--- src/rtl/unified_mem_arbiter.sv ---
// unified_mem_arbiter: shares one single-port memory between instruction fetch (F) and load/store (D).
// Optional performance counters are built when MEM_ARB_PERF_EN is defined; otherwise perf_* read 0.
module unified_mem_arbiter #(
    parameter int MEM_LAT    = 2,
    parameter int STARVE_MAX = 3
) (
    input  logic        clk,
    input  logic        rstn,
    input  logic        f_req,
    input  logic [31:0] f_addr,
    output logic        f_gnt,
    output logic        f_rvalid,
    output logic [31:0] f_rdata,
    input  logic        d_req,
    input  logic [31:0] d_addr,
    input  logic [3:0]  d_we,
    input  logic [31:0] d_wdata,
    output logic        d_gnt,
    output logic        d_rvalid,
    output logic [31:0] d_rdata,
    output logic        mem_en,
    output logic [3:0]  mem_we,
    output logic [31:0] mem_addr,
    output logic [31:0] mem_wdata,
    input  logic [31:0] mem_rdata,
    output logic        busy,
    output logic [31:0] perf_f_grants,
    output logic [31:0] perf_d_grants,
    output logic [31:0] perf_f_stall
);

    // Handshake: a requester holds req and its address/data stable until the
    // one-cycle gnt; each gnt is answered by exactly one rvalid pulse MEM_LAT cycles later.
    typedef enum logic {IDLE = 1'b0, BUSY = 1'b1} state_t;

    localparam logic [3:0] LAT_INIT   = 4'(MEM_LAT - 1);
    localparam logic [3:0] STARVE_LIM = 4'(STARVE_MAX);

    state_t      state_q, state_d;
    logic [3:0]  lat_q, lat_d;
    logic        own_data_q, own_data_d;
    logic [3:0]  starve_q, starve_d;
    logic [31:0] addr_q, wdata_q;
    logic        grant_f, grant_d, rsp;

    always_comb begin : arbitrate
        grant_f = 1'b0;
        grant_d = 1'b0;
        if (state_q == IDLE) begin
            if (f_req && (!d_req || starve_q == STARVE_LIM)) begin
                grant_f = 1'b1;
            end else if (d_req) begin
                grant_d = 1'b1;
            end
        end
    end

    assign rsp = (state_q == BUSY) && (lat_q == 4'd0);

    always_comb begin : next_state
        state_d    = state_q;
        lat_d      = lat_q;
        own_data_d = own_data_q;
        starve_d   = starve_q;
        case (state_q)
            IDLE: begin
                if (grant_f || grant_d) begin
                    state_d    = BUSY;
                    lat_d      = LAT_INIT;
                    own_data_d = grant_d;
                end
            end
            BUSY: begin
                if (lat_q == 4'd0) begin
                    state_d = IDLE;
                end else begin
                    lat_d = lat_q - 4'd1;
                end
            end
            default: state_d = IDLE;
        endcase
        // Saturating count of D wins taken while F was waiting.
        if (grant_f) begin
            starve_d = 4'd0;
        end else if (grant_d) begin
            if (!f_req) begin
                starve_d = 4'd0;
            end else if (starve_q < STARVE_LIM) begin
                starve_d = starve_q + 4'd1;
            end
        end
    end

    always_ff @(posedge clk) begin
        if (!rstn) begin
            state_q    <= IDLE;
            lat_q      <= 4'd0;
            own_data_q <= 1'b0;
            starve_q   <= 4'd0;
            addr_q     <= 32'h0;
            wdata_q    <= 32'h0;
        end else begin
            state_q    <= state_d;
            lat_q      <= lat_d;
            own_data_q <= own_data_d;
            starve_q   <= starve_d;
            if (grant_f) begin
                addr_q  <= f_addr;
                wdata_q <= 32'h0;
            end else if (grant_d) begin
                addr_q  <= d_addr;
                wdata_q <= d_wdata;
            end
        end
    end

    // Every output is held at zero while reset is asserted.
    always_comb begin : drive
        f_gnt     = 1'b0;
        d_gnt     = 1'b0;
        f_rvalid  = 1'b0;
        d_rvalid  = 1'b0;
        f_rdata   = 32'h0;
        d_rdata   = 32'h0;
        mem_en    = 1'b0;
        mem_we    = 4'h0;
        mem_addr  = 32'h0;
        mem_wdata = 32'h0;
        busy      = 1'b0;
        if (rstn) begin
            f_gnt     = grant_f;
            d_gnt     = grant_d;
            mem_en    = grant_f | grant_d;
            mem_addr  = addr_q;
            mem_wdata = wdata_q;
            if (grant_f) begin
                mem_addr  = f_addr;
                mem_wdata = 32'h0;
            end else if (grant_d) begin
                mem_addr  = d_addr;
                mem_wdata = d_wdata;
                mem_we    = d_we;
            end
            f_rvalid = rsp & ~own_data_q;
            d_rvalid = rsp & own_data_q;
            if (rsp && !own_data_q) f_rdata = mem_rdata;
            if (rsp && own_data_q)  d_rdata = mem_rdata;
            busy = (state_q == BUSY);
        end
    end

`ifdef MEM_ARB_PERF_EN
    logic [31:0] f_grants_q, d_grants_q, f_stall_q;

    always_ff @(posedge clk) begin
        if (!rstn) begin
            f_grants_q <= 32'h0;
            d_grants_q <= 32'h0;
            f_stall_q  <= 32'h0;
        end else begin
            if (grant_f) f_grants_q <= f_grants_q + 32'd1;
            if (grant_d) d_grants_q <= d_grants_q + 32'd1;
            if (f_req && !grant_f) f_stall_q <= f_stall_q + 32'd1;
        end
    end

    assign perf_f_grants = rstn ? f_grants_q : 32'h0;
    assign perf_d_grants = rstn ? d_grants_q : 32'h0;
    assign perf_f_stall  = rstn ? f_stall_q  : 32'h0;
`else
    assign perf_f_grants = 32'h0;
    assign perf_d_grants = 32'h0;
    assign perf_f_stall  = 32'h0;
`endif

endmodule
--- config.mk ---
export PLATFORM = sky130hd
export DESIGN_NAME = unified_mem_arbiter
export DESIGN_NICKNAME = d
export VERILOG_FILES = /design/src/rtl/unified_mem_arbiter.sv
export SDC_FILE = /design/constraint.sdc
export NUM_CORES = 1
export LEC_CHECK = 0
export CAP_MARGIN = 10
export CORE_AREA = 4 4 142 144
export CTS_CLUSTER_DIAMETER = 120
export DETAILED_ROUTE_END_ITERATION = 8
export DIE_AREA = 0 0 146 148
export PLACE_DENSITY = 0.56
export SLEW_MARGIN = 10
export SYNTH_ARGS = -nofsm -noshare
export SYNTH_HDL_FRONTEND = slang
export SYNTH_SLANG_ARGS = --single-unit
--- constraint.sdc ---
create_clock -name clk -period 3.2 [get_ports clk]
set_input_delay 0.48 -clock clk [delete_from_list [all_inputs] [get_ports clk]]
set_output_delay 0.48 -clock clk [all_outputs]
set_load 0.05 [all_outputs]
Fig. 1: run 1, clock wiring as the flow saved it
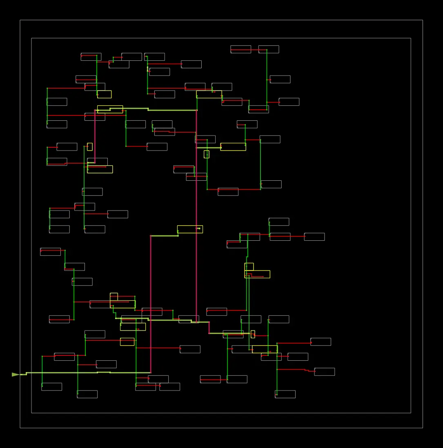
layout sequential cell count: 74
Clock Buffer Count: 12
post-route clock skew: 6.745 ps
power dissipated in the clock network: 973 µW

Fig. 2: run 1, met1 routing
Bar = 50 µm.
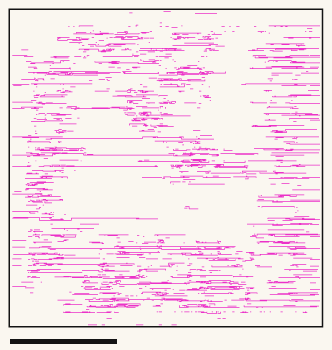
wire length on this layer: 6240 µm
main direction: horizontal
nets with wire on the layer: 774
longest straight run: 53.4 µm
met1 Track Usage GR: 15.57%
via count: 4261

Fig. 3: run 1, a small window of the routed layout
Bar = 20 µm. Window x 48 to 98, y 79 to 129 µm. Cells in grey, sequential cells in the stronger grey; small squares are vias.
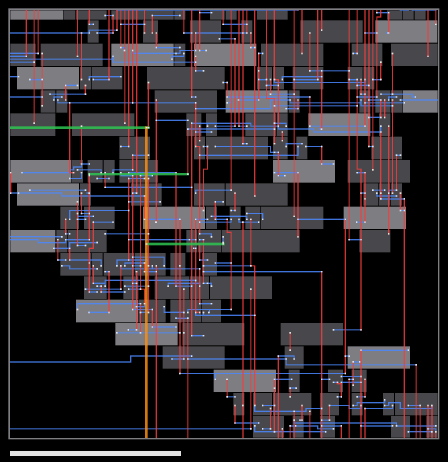
[blue] M1
[orange] M4
[red] M2
[green] M3
most frequent: nand2_1 (20), dfxtp_1 (17), buf_12 (15)
sequential cells in the window: 17
cells with their middle in the window: 113
netlist names of flops here include: wdata_q (11), starve_q (4), lat_q (2)

==> Flow_metrics.wiki, run 1 <==
== Implementation results ==
{| class="wikitable"
! Metric !! Value
|-
| Adder Share, Synth || 0.6010%
|-
| Logic area || 2147 µm²
|-
| List of cells traversed by the critical path || ha_1, or3b_1, a211o_2, buf_12, o21ai_0, a31oi_1, buf_12
|-
| Clock tree from TritonCTS || yes
|-
| RSZ-0062 raised after global routing || false
|-
| Max H-tree Level || 3
|-
| Cell occurring most often along the worst timing path || buf_12
|-
| Portion of total power attributed to sequential cells || 29.6%
|-
| Post-Syn Area per Cell || 7.516 µm²
|-
| Overall global routing resource usage || 13.61%
|-
| Largest registers ranked by flip-flop count || addr_q: 32 flops, wdata_q: 32 flops
|-
| Power share of the combinational group || a little over two fifths
|-
| Largest net degree at the start of global routing || 65
|-
| Core occupancy in the finished layout || 45.30%
|-
| Power spent charging and discharging nets || between 1 and 1.5 mW
|-
| Worst Hold Endpoint || starve_q[3]
|-
| Yosys Instances || approximately 550
|-
| Total Neg Setup Slack || 0 ps
|-
| Hold Path Stages || 1
|-
| Met3 Track Usage GR || around 5.2%
|-
| P per Cell Area || 405.2 nW/µm²
|-
| Highest metal layer with signal wires || met4
|-
| Clock network area share || 3.337%
|-
| Count of warnings emitted by yosys || 0
|-
| Run status || completed
|-
| VDD IR-drop max || 237.0 µV
|-
| Tally of filler cells in the layout || 1823
|-
| Number of inverters outside the clock class in the layout || 5
|-
| Sink Count || approximately 74
|-
| Post-layout net count || around 950
|-
| Total wirelength of the detailed-routed design || 15750 µm
|-
| Die area || approximately 22000 µm²
|-
| Final Slew Violations || 0
|-
| Crit-path slowest cell || a211o_2
|-
| Place WS || 273.3 ps
|-
| Finished Layout Cells || 1051
|-
| Number of iterations in the first detailed-routing pass || 6
|-
| Die height || about 150 µm
|-
| Count of instances resized after the clock tree is built || 0
|-
| Comb power || 1.45 mW
|-
| Most Crowded Layer GR || met2
|-
| Flop area || 1481 µm²
|-
| N_diodes || 0
|-
| Non-clock buffer count || 283
|-
| Share of total power in the clock network || 28.3%
|-
| Delay of the slowest cell on the worst path || roughly 420 ps
|-
| Reg2reg path depth || 6
|-
| Setup Fix Bufs, Post-CTS || 0
|-
| Total routed wire length on the met1 layer || 6235 µm
|-
| # rows || roughly 50
|-
| Worst Setup Path Type || reg2out
|-
| Portion of synthesized cell area occupied by the leading cell type || 35.58%
|-
| Share of the final layout cell area in sequential cells || 17.48%
|-
| Leading post-synthesis cells by instance count || nand2_1 (131), buf_4 (97), dfxtp_1 (74)
|-
| Longest Clk Path Bufs || 2
|-
| Max-area cell class || non-clock buffers
|-
| Required time worst endpoint || 2720 ps
|-
| Yosys simple share || 26.71%
|-
| Launching element of the worst setup path || starve_q[0]
|-
| Tool warning count || 26
|-
| Post-synthesis cell count || around 550
|-
| Register area share after synthesis || 35.58%
|-
| Port Buf Inserts || ~270
|-
| Destination of the critical timing path || mem_addr[14]
|-
| Routed wirelength normalized by instance count || roughly 15 µm
|-
| Clock buffers created by TritonCTS || 9
|-
| Cell at the root of the clock tree || clkbuf_16
|-
| Critical path fanouts, max || 64
|-
| Total congestion overflow after global routing || 0
|-
| Leakage || 3.469 nW
|}
==> inputs of run 2 (changes only) <==
PLACE_DENSITY = not set   (was 0.56)
clock period = 3.15 ns   (was 3.2 ns; I/O delays follow)
Fig. 4: run 2, where the registers sit
Bar = 50 µm. Other sequential cells in the stronger grey, the rest of the logic in the fainter grey.
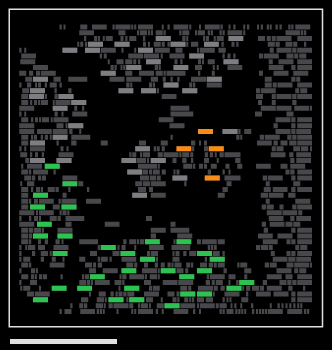
[orange] lat_q | sequential cells: 4
[green] addr_q | sequential cells: 32
Flop area: 1481 µm²
core occupancy in the finished layout: 45.47%
share of the final layout cell area in sequential cells: 17.42%

Fig. 5: run 2, pin map
Bar = 50 µm. Pins as bars across the die edge, other pins in grey.
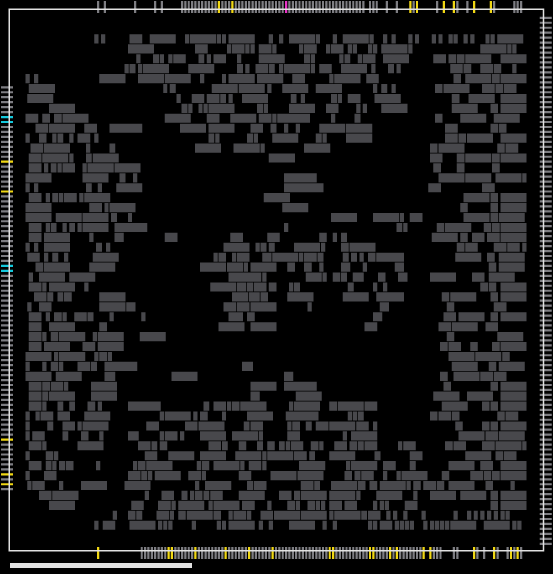
[magenta] d_req | pins: 1 | direction: input | edge: top
[cyan] d_we | pins: 4 | direction: input | edge: left
[yellow] perf_f_stall | pins: 32 | direction: output | edge: 19 bottom, 8 top, 5 left

==> run 2 against run 1 <==
  * First-iteration DRC count increased by 32%
  * Combinational power about the same
  * Worst hold slack got worse by 3.3 ps
  * Die size unchanged
  * Area after synthesis unchanged
  * Via count increased by 0.92%
  * Sequential power about the same
  * Worst setup slack got worse by 40 ps
  * Critical path type is now in2out
  * Largest cell class unchanged
==> Flow_metrics.wiki, run 2 <==
== Implementation results ==
{| class="wikitable"
! Metric !! Value
|-
| Run status || completed
|-
| RSZ-0062 raised after global routing || false
|-
| Crit-path slowest cell || clkdlybuf4s50_1
|-
| Delay of the slowest cell on the worst path || around 610 ps
|-
| Post-layout net count || 952
|-
| Yosys Instances || between 500 and 600
|-
| Layout sequential cell count || 74
|-
| Via count || 4300
|-
| Power dissipated in the clock network || 1.04 mW
|-
| Comb power || about 1.5 mW
|-
| Hold Path Stages || 1
|-
| Most Crowded Layer GR || met2
|-
| Final Slew Violations || 0
|-
| Cell at the root of the clock tree || clkbuf_16
|-
| Non-clock buffer count || 285
|-
| Clock buffers created by TritonCTS || 9
|-
| # rows || 50
|-
| Synth-to-layout area growth || 104.3%
|-
| Total congestion overflow after global routing || 0
|-
| VDD IR-drop max || approximately 220 µV
|-
| Die area || 21610 µm²
|-
| Number of iterations in the first detailed-routing pass || 4
|-
| Worst Hold Endpoint || starve_q[2]
|-
| Setup Fix Bufs, Post-CTS || 0
|-
| Logic area || 2147 µm²
|-
| Die height || between 100 and 150 µm
|-
| Adder Share, Synth || 0.6010%
|-
| Leading post-synthesis cells by instance count || nand2_1 (131), buf_4 (97), dfxtp_1 (74)
|-
| Met2 routed WL || 7933 µm
|-
| Max-area cell class || non-clock buffers
|-
| P per Cell Area || 416.5 nW/µm²
|-
| Finished Layout Cells || 1054
|-
| Largest net degree at the start of global routing || ~45
|-
| Post-route fraction of the period consumed by the critical path || slightly above 90%
|-
| Tool warning count || 26
|-
| Critical path fanouts, max || 21
|-
| Launching element of the worst setup path || f_req
|-
| Required time worst endpoint || 2680 ps
|-
| N_diodes || 1
|-
| Highest metal layer with signal wires || met4
|-
| Power spent charging and discharging nets || 1.337 mW
|-
| Clock tree from TritonCTS || yes
|-
| Tally of filler cells in the layout || about 1800
|-
| Total routed wire length on the met1 layer || 5928 µm
|-
| Max H-tree Level || 3
|-
| Total Neg Setup Slack || 0 ps
|-
| Register area share after synthesis || 35.58%
|-
| Clock Buffer Count || 10
|-
| Overall global routing resource usage || 13.47%
|-
| Met1 Track Usage GR || roughly 15%
|-
| Number of inverters outside the clock class in the layout || 5
|-
| Routed wirelength normalized by instance count || 14.80 µm
|-
| Largest registers ranked by flip-flop count || addr_q: 32 flops, wdata_q: 32 flops
|-
| Post-route clock skew || 8.998 ps
|-
| XOR/XNOR Fraction of Synth Area || 0%
|-
| Destination of the critical timing path || mem_addr[6]
|-
| Total wirelength of the detailed-routed design || 15600 µm
|-
| Worst Setup Path Type || in2out
|-
| Power share of the combinational group || 41.5%
|-
| Leakage || 3.478 nW
|-
| Port Buf Inserts || ~270
|-
| Post-synthesis cell count || 554
|}
Power and IR drop assume default switching activity.
